File: src/rtl/arm_ctrl_pkg.sv
// Shared types and constants for the multicycle ARMv4 controller:
// FSM states, instruction field encodings, ALU selects and condition codes.
package arm_ctrl_pkg;

  typedef enum logic [3:0] {
    FETCH,
    DECODE,
    MEMADR,
    MEMREAD,
    MEMWB,
    MEMWRITE,
    EXECUTER,
    EXECUTEI,
    ALUWB,
    BRANCH
  } state_t;

  // instr[27:26]
  localparam logic [1:0] OP_DP    = 2'b00;
  localparam logic [1:0] OP_MEM   = 2'b01;
  localparam logic [1:0] OP_BR    = 2'b10;
  localparam logic [1:0] OP_UNDEF = 2'b11;

  // ALUControl encodings (EOR only reachable with a 3-bit ALUControl)
  localparam logic [2:0] ALU_ADD = 3'd0;
  localparam logic [2:0] ALU_SUB = 3'd1;
  localparam logic [2:0] ALU_AND = 3'd2;
  localparam logic [2:0] ALU_ORR = 3'd3;
  localparam logic [2:0] ALU_EOR = 3'd4;

  // Data-processing cmd field, instr[24:21]
  localparam logic [3:0] CMD_AND = 4'b0000;
  localparam logic [3:0] CMD_EOR = 4'b0001;
  localparam logic [3:0] CMD_SUB = 4'b0010;
  localparam logic [3:0] CMD_ADD = 4'b0100;
  localparam logic [3:0] CMD_CMP = 4'b1010;
  localparam logic [3:0] CMD_ORR = 4'b1100;

  // ARM condition field, instr[31:28]
  localparam logic [3:0] COND_EQ = 4'h0;
  localparam logic [3:0] COND_NE = 4'h1;
  localparam logic [3:0] COND_CS = 4'h2;
  localparam logic [3:0] COND_CC = 4'h3;
  localparam logic [3:0] COND_MI = 4'h4;
  localparam logic [3:0] COND_PL = 4'h5;
  localparam logic [3:0] COND_VS = 4'h6;
  localparam logic [3:0] COND_VC = 4'h7;
  localparam logic [3:0] COND_HI = 4'h8;
  localparam logic [3:0] COND_LS = 4'h9;
  localparam logic [3:0] COND_GE = 4'hA;
  localparam logic [3:0] COND_LT = 4'hB;
  localparam logic [3:0] COND_GT = 4'hC;
  localparam logic [3:0] COND_LE = 4'hD;
  localparam logic [3:0] COND_AL = 4'hE;
  localparam logic [3:0] COND_NV = 4'hF;

  // Result of decoding a data-processing command
  typedef struct packed {
    logic [2:0] alu_op;  // ALU select
    logic [1:0] flag_w;  // [1]: load N,Z  [0]: load C,V
    logic       no_wb;   // suppress the register write-back
  } alu_dec_t;

  // Decode cmd/S into ALU select, flag-write enables and write-back suppression.
  // Unknown commands fall back to ADD with no write-back and no flag update.
  function automatic alu_dec_t alu_decode(input logic [3:0] cmd,
                                          input logic       s,
                                          input logic       ext_en);
    alu_dec_t d;
    d.alu_op = ALU_ADD;
    d.flag_w = 2'b00;
    d.no_wb  = 1'b0;
    case (cmd)
      CMD_ADD: d.flag_w = {s, s};
      CMD_SUB: begin
        d.alu_op = ALU_SUB;
        d.flag_w = {s, s};
      end
      CMD_AND: begin
        d.alu_op = ALU_AND;
        d.flag_w = {s, 1'b0};
      end
      CMD_ORR: begin
        d.alu_op = ALU_ORR;
        d.flag_w = {s, 1'b0};
      end
      CMD_EOR: begin
        if (ext_en) begin
          d.alu_op = ALU_EOR;
          d.flag_w = {s, 1'b0};
        end else begin
          d.no_wb = 1'b1;
        end
      end
      CMD_CMP: begin
        // CMP is a flag-only SUB: it never writes a register
        d.no_wb = 1'b1;
        if (ext_en) begin
          d.alu_op = ALU_SUB;
          d.flag_w = {s, s};
        end
      end
      default: d.no_wb = 1'b1;
    endcase
    return d;
  endfunction

endpackage

File: src/rtl/cond_check.sv
// ARM condition evaluation: Cond field against the registered NZCV flags.
module cond_check
  import arm_ctrl_pkg::*;
(
  input  logic [3:0] cond,
  input  logic [3:0] flags,
  output logic       cond_ex
);

  logic n, z, c, v;
  assign {n, z, c, v} = flags;

  // Standard ARM condition table; the NV slot never executes
  always_comb begin
    case (cond)
      COND_EQ: cond_ex = z;
      COND_NE: cond_ex = ~z;
      COND_CS: cond_ex = c;
      COND_CC: cond_ex = ~c;
      COND_MI: cond_ex = n;
      COND_PL: cond_ex = ~n;
      COND_VS: cond_ex = v;
      COND_VC: cond_ex = ~v;
      COND_HI: cond_ex = c & ~z;
      COND_LS: cond_ex = ~c | z;
      COND_GE: cond_ex = (n == v);
      COND_LT: cond_ex = (n != v);
      COND_GT: cond_ex = ~z & (n == v);
      COND_LE: cond_ex = z | (n != v);
      COND_AL: cond_ex = 1'b1;
      COND_NV: cond_ex = 1'b0;
      default: cond_ex = 1'b0;
    endcase
  end

endmodule

File: src/rtl/multicycle_control_unit.sv
// Multicycle ARMv4 controller: one FSM sequences fetch/decode/execute/
// memory/writeback, owns the NZCV register and gates writes on the condition.
module multicycle_control_unit
  import arm_ctrl_pkg::*;
#(
  parameter int ALUC_W  = 2,     // 3 enables EOR / CMP decode
  parameter bit WAIT_EN = 1'b1   // 0 ignores MemReady
) (
  input  logic              clk,
  input  logic              reset,
  input  logic [1:0]        Op,
  input  logic [5:0]        Funct,
  input  logic [3:0]        Rd,
  input  logic [3:0]        Cond,
  input  logic [3:0]        ALUFlags,
  input  logic              MemReady,
  output logic              PCWrite,
  output logic              IRWrite,
  output logic              RegWrite,
  output logic              MemWrite,
  output logic              AdrSrc,
  output logic              ALUSrcA,
  output logic [1:0]        ALUSrcB,
  output logic [1:0]        ResultSrc,
  output logic [1:0]        ImmSrc,
  output logic [1:0]        RegSrc,
  output logic [ALUC_W-1:0] ALUControl,
  output logic [3:0]        Flags,
  output logic              Undef
);

  localparam bit EXT_EN = (ALUC_W >= 3);

  state_t     state, state_next;
  logic [3:0] flags_q;
  logic       cond_ex;
  logic       ready;
  logic       is_exec;
  alu_dec_t   dec;
  logic [2:0] alu_sel;
  logic       pc_write, ir_write, reg_write, mem_write, undef;
  logic       wb_req;

  assign ready   = WAIT_EN ? MemReady : 1'b1;
  assign is_exec = (state == EXECUTER) || (state == EXECUTEI);
  assign dec     = alu_decode(Funct[4:1], Funct[0], EXT_EN);

  cond_check u_cond_check (
    .cond    (Cond),
    .flags   (flags_q),
    .cond_ex (cond_ex)
  );

  // State register; reset aborts any sequence and returns to FETCH
  // NOTE: sequential state uses non-blocking (<=) so every register samples pre-edge values.
  always_ff @(posedge clk or negedge reset) begin
    if (!reset) state <= FETCH;
    else        state <= state_next;
  end

  // NZCV register, loaded at the end of a taken execute cycle per flag-write enables
  always_ff @(posedge clk or negedge reset) begin
    if (!reset) begin
      flags_q <= 4'b0000;
    end else if (is_exec && cond_ex) begin
      if (dec.flag_w[1]) flags_q[3:2] <= ALUFlags[3:2];
      if (dec.flag_w[0]) flags_q[1:0] <= ALUFlags[1:0];
    end
  end

  // Next-state and per-state datapath controls
  // NOTE: every output of this block gets a default first, so no path can infer a latch.
  always_comb begin
    state_next = state;
    pc_write   = 1'b0;
    ir_write   = 1'b0;
    mem_write  = 1'b0;
    undef      = 1'b0;
    wb_req     = 1'b0;
    AdrSrc     = 1'b0;
    ALUSrcA    = 1'b0;
    ALUSrcB    = 2'b00;
    ResultSrc  = 2'b00;
    alu_sel    = ALU_ADD;

    case (state)
      FETCH: begin
        ALUSrcA   = 1'b1;
        ALUSrcB   = 2'b10;
        ResultSrc = 2'b10;
        if (ready) begin
          ir_write   = 1'b1;
          pc_write   = 1'b1;
          state_next = DECODE;
        end
      end
      DECODE: begin
        ALUSrcA   = 1'b1;
        ALUSrcB   = 2'b10;
        ResultSrc = 2'b10;
        case (Op)
          OP_MEM:   state_next = MEMADR;
          OP_DP:    state_next = Funct[5] ? EXECUTEI : EXECUTER;
          OP_BR:    state_next = BRANCH;
          OP_UNDEF: begin
            undef      = 1'b1;
            state_next = FETCH;
          end
          default:  state_next = FETCH;
        endcase
      end
      MEMADR: begin
        ALUSrcB    = 2'b01;
        state_next = Funct[0] ? MEMREAD : MEMWRITE;
      end
      MEMREAD: begin
        AdrSrc = 1'b1;
        if (ready) state_next = MEMWB;
      end
      MEMWB: begin
        ResultSrc  = 2'b01;
        wb_req     = 1'b1;
        state_next = FETCH;
      end
      MEMWRITE: begin
        // A failed condition has nothing to wait for, so leave immediately
        AdrSrc    = 1'b1;
        mem_write = cond_ex;
        if (ready || !cond_ex) state_next = FETCH;
      end
      EXECUTER: begin
        alu_sel    = dec.alu_op;
        state_next = ALUWB;
      end
      EXECUTEI: begin
        ALUSrcB    = 2'b01;
        alu_sel    = dec.alu_op;
        state_next = ALUWB;
      end
      ALUWB: begin
        wb_req     = ~dec.no_wb;
        state_next = FETCH;
      end
      BRANCH: begin
        ALUSrcB    = 2'b01;
        ResultSrc  = 2'b10;
        pc_write   = cond_ex;
        state_next = FETCH;
      end
      default: state_next = FETCH;
    endcase
  end

  // Write-back steering: a write to R15 becomes a PC write instead
  always_comb begin
    reg_write = 1'b0;
    if (wb_req) begin
      if (Rd == 4'd15) reg_write = 1'b0;
      else             reg_write = cond_ex;
    end
  end

  // Immediate and register-source selects depend only on the instruction class
  always_comb begin
    ImmSrc = 2'b00;
    RegSrc = 2'b00;
    case (Op)
      OP_MEM: begin
        ImmSrc    = 2'b01;
        RegSrc[1] = ~Funct[0];  // STR reads Rd as the store data
      end
      OP_BR: begin
        ImmSrc    = 2'b10;
        RegSrc[0] = 1'b1;
      end
      default: ;
    endcase
  end

  // Write strobes are forced low for as long as reset is held
  assign PCWrite    = reset & (pc_write | (wb_req & (Rd == 4'd15) & cond_ex));
  assign IRWrite    = reset & ir_write;
  assign RegWrite   = reset & reg_write;
  assign MemWrite   = reset & mem_write;
  assign Undef      = reset & undef;
  assign ALUControl = ALUC_W'(alu_sel);
  assign Flags      = flags_q;

endmodule

File: config.mk
export PLATFORM = sky130hd
export DESIGN_NAME = multicycle_control_unit
export DESIGN_NICKNAME = d
export VERILOG_FILES = /design/src/rtl/arm_ctrl_pkg.sv /design/src/rtl/cond_check.sv /design/src/rtl/multicycle_control_unit.sv
export SDC_FILE = /design/constraint.sdc
export NUM_CORES = 1
export LEC_CHECK = 0
export ABC_AREA = 1
export CAP_MARGIN = 0
export CORE_MARGIN = 2
export CORE_UTILIZATION = 39
export CTS_CLUSTER_SIZE = 12
export DETAILED_ROUTE_END_ITERATION = 10
export PLACE_DENSITY = 0.9
export SETUP_SLACK_MARGIN = 0.2
export SYNTH_ARGS = -nofsm -noshare
export SYNTH_HDL_FRONTEND = slang
export SYNTH_HIERARCHICAL = 1
export SYNTH_SLANG_ARGS = --single-unit
File: constraint.sdc
create_clock -name clk -period 2.59 [get_ports clk]
set_input_delay 0.6475 -clock clk [delete_from_list [all_inputs] [get_ports clk]]
set_output_delay 0.6475 -clock clk [all_outputs]
set_load 0.05 [all_outputs]
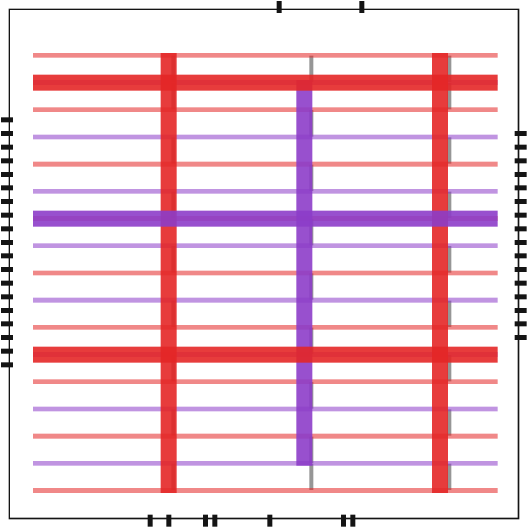
**Above:** floorplan with the power grid.
Drawn at 10 px/um. Pins as bars on the die edge. Tap cells in gray.
VDD -> purple
VSS -> red
met5 straps = 3
rows = 16
Worst VDD drop: 0.8105 mV
Die Wd: 50.78 um
core area: 0.002022 sq mm
Die H: 50.78 um

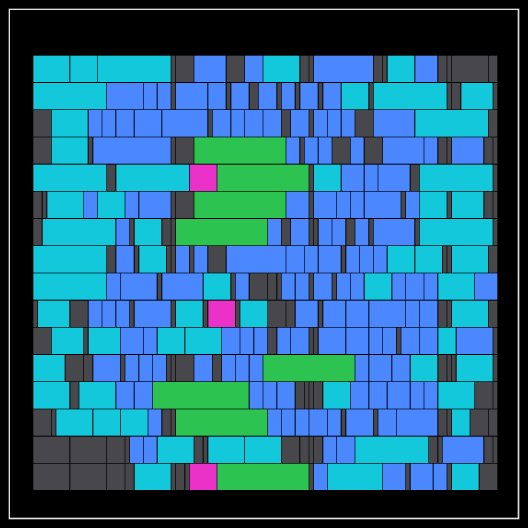
**Above:** placed cells, one color a class.
Drawn at 10 px/um. Fill, decap, tap and diode cells in gray.
remaining logic cells -> blue  # cells 141, share of their area 47%
sequential cells -> green  # cells 8, share of their area 12%
remaining buffers and delay cells -> cyan  # cells 59, share of their area 39%
clock-net drivers -> magenta  # cells 3, share of their area 1.4%
Seq/total area: 0.1195
Final Util: 0.8335
Rows: 16

==> flow_metrics.env <==
# physical design summary
export IMPL_htreeDepth=1
export IMPL_crit_type="in2out"
export IMPL_period_used=1.004
export IMPL_grt_max_degree=9
export IMPL_net_switching_power_w=0.0007607
export IMPL_gr_usage_met3=0.03869
export IMPL_vias=1267
export IMPL_worstPathBufferInverterCount=3
export IMPL_synth_simple_area_share=0.5059
export IMPL_lay_top_count="nand2_1"
export IMPL_r2r_end="Flags[1]"
export IMPL_areaGrowthSynthToFinish_pct=97.51
export IMPL_area_leaders="dfrtp_1, nand2_1, nand3_1"
export IMPL_cts_resized=46
export IMPL_hold_end="Flags[2]"
export IMPL_multiInputGateArea_sq_um=686.9
export IMPL_yosys_area_share_aoi=0.1540
export IMPL_clk_pin_slew_ns=0.05
export IMPL_crit_path_end_kind="output pin"
export IMPL_internal_power_w=0.0005413
export IMPL_arrival_ns=1.95
export IMPL_logic_family="simple AND/OR/NAND/NOR gates"
export IMPL_worst_slack_ns=-0.01033
export IMPL_crit_fanout=5
export IMPL_fp_nets=172
export IMPL_wirelength_um=3156
export IMPL_ios=44
export IMPL_fillCellCount=124
export IMPL_gr_usage_all_layers=0.2584
export IMPL_edf_count=0
export IMPL_pwr_share_comb=0.763
export IMPL_grt_pass1_vias=1206
export IMPL_cts_path_max_buffers=2
export IMPL_hpwl_um=2318
export IMPL_p_per_area_mw_per_mm2=772.6
export IMPL_top_cell="nand2_1"
export IMPL_ff2ff_setup_slack_ns=0.71
export IMPL_nets=236
export IMPL_cp_start_kind="primary input"
export IMPL_drtIter0Drc=62
export IMPL_cap_viol_max_count=0
export IMPL_clock_skew_ns=0.006108
export IMPL_worst_pin_slew_ns=0.4956
export IMPL_grt_first_pass_wirelength_um=5147
export IMPL_pg_clk_w=0.0000926
export IMPL_dp_cells=229
export IMPL_synthMuxAreaShare=0
export IMPL_dieArea_sq_mm=0.002578
export IMPL_port_buffers=43
export IMPL_common_cells="nand2_1, nand3_1, inv_1, nor2_1, dfrtp_1"
export IMPL_finalHoldViolCount=0
export IMPL_remaining_drc_errors=0
export IMPL_fin_setup_tns_ns=-0.01033
export IMPL_drv_slew=0
export IMPL_clockPowerShare=0.071
export IMPL_postCtsSetupBuffers=5
export IMPL_async_reset_ff_frac=1.000
export IMPL_ant_nets=0
export IMPL_powerSeq_w=0.000217
export IMPL_finalSetupViolations=1
export IMPL_status="complete, but fails checks"
export IMPL_crit_slowest_cell="dlygate4sd2_1"
export IMPL_ys_ff=8
export IMPL_power_total_w=0.001302
export IMPL_hp_class="reg2reg"
export IMPL_post_synth_top_area_cell="dfrtp_1"
export IMPL_hp_start="Flags[2]"
export IMPL_r2r_cells=15
export IMPL_crit_path_frequent_cell="nand2_1"
export IMPL_final_cells=238
export IMPL_hold_path_cell_count=2
export IMPL_max_slew_margin=0.6686
export IMPL_cts_num_sinks=8
export IMPL_fa_ha_area_frac=0
export IMPL_antennaDiodeCount=0
export IMPL_use_met2=0.4934
export IMPL_dp_slack_ns=-0.5066
export IMPL_netlist_area_sq_um=853.3
export IMPL_grt_busiest_layer="met2"
export IMPL_cellLeakagePower_nw=0.7697
export IMPL_syn_area_per_cell_sq_um=5.727
export IMPL_gp_congestion=0.8887
export IMPL_wl_per_cell_um=13.26
export IMPL_clock_latency_ns=0.26
export IMPL_timing_rr_start="Flags[3]"
export IMPL_synth_cell_type_count=22
export IMPL_ys_cells=149
export IMPL_antenna_found_initial=0
export IMPL_register_area_sq_um=201.4
export IMPL_postLayoutCellArea_sq_mm=0.001685
export IMPL_tool_warnings=29
export IMPL_powerComb_w=0.000993
export IMPL_cp_data_required_time_ns=1.94
export IMPL_violations="negative setup slack"
export IMPL_synthFlopType="dfrtp_1"
export IMPL_grt_met1_usage=0.3004
export IMPL_hold_buffers=0
export IMPL_cp_cell_sequence="dlygate4sd2_1 > inv_2 > nand2_1 > nand2_1 > nand2_1 > nand3_2 > nand2_1 > nand2_1 > nand2_1 > a21oi_2 > buf_12"
==> how the worst max path moves through the flow <==
stage          startpoint       to  slack, ns  depth (start not counted)
2_1_floorplan    Flags[3]  PCWrite      -0.14                         12
3_3_place_gp      Cond[1]  PCWrite      -0.41                         15
3_5_place_dp      Cond[0]  PCWrite      -0.51                         16
4_1_cts           Cond[0]  PCWrite       0.06                         15
5_1_grt          Flags[3]  PCWrite       -0.1                         14
6_report         Funct[3]  PCWrite      -0.01                         11
==> per-layer routing <==
metal,routed length [um],vias up
li1,-,618
met1,1292,554
met2,1580,83
met3,233,12
met4,49,0
met5,0,-
==> final cells by class <==
cell class	count	area share
Timing Repair Buffer	59	0.3846
Multi-Input combinational cell	117	0.4076
Clock buffer	3	0.01336
Sequential cell	8	0.1195
Tap cell	27	0.02004
Inverter	24	0.05494
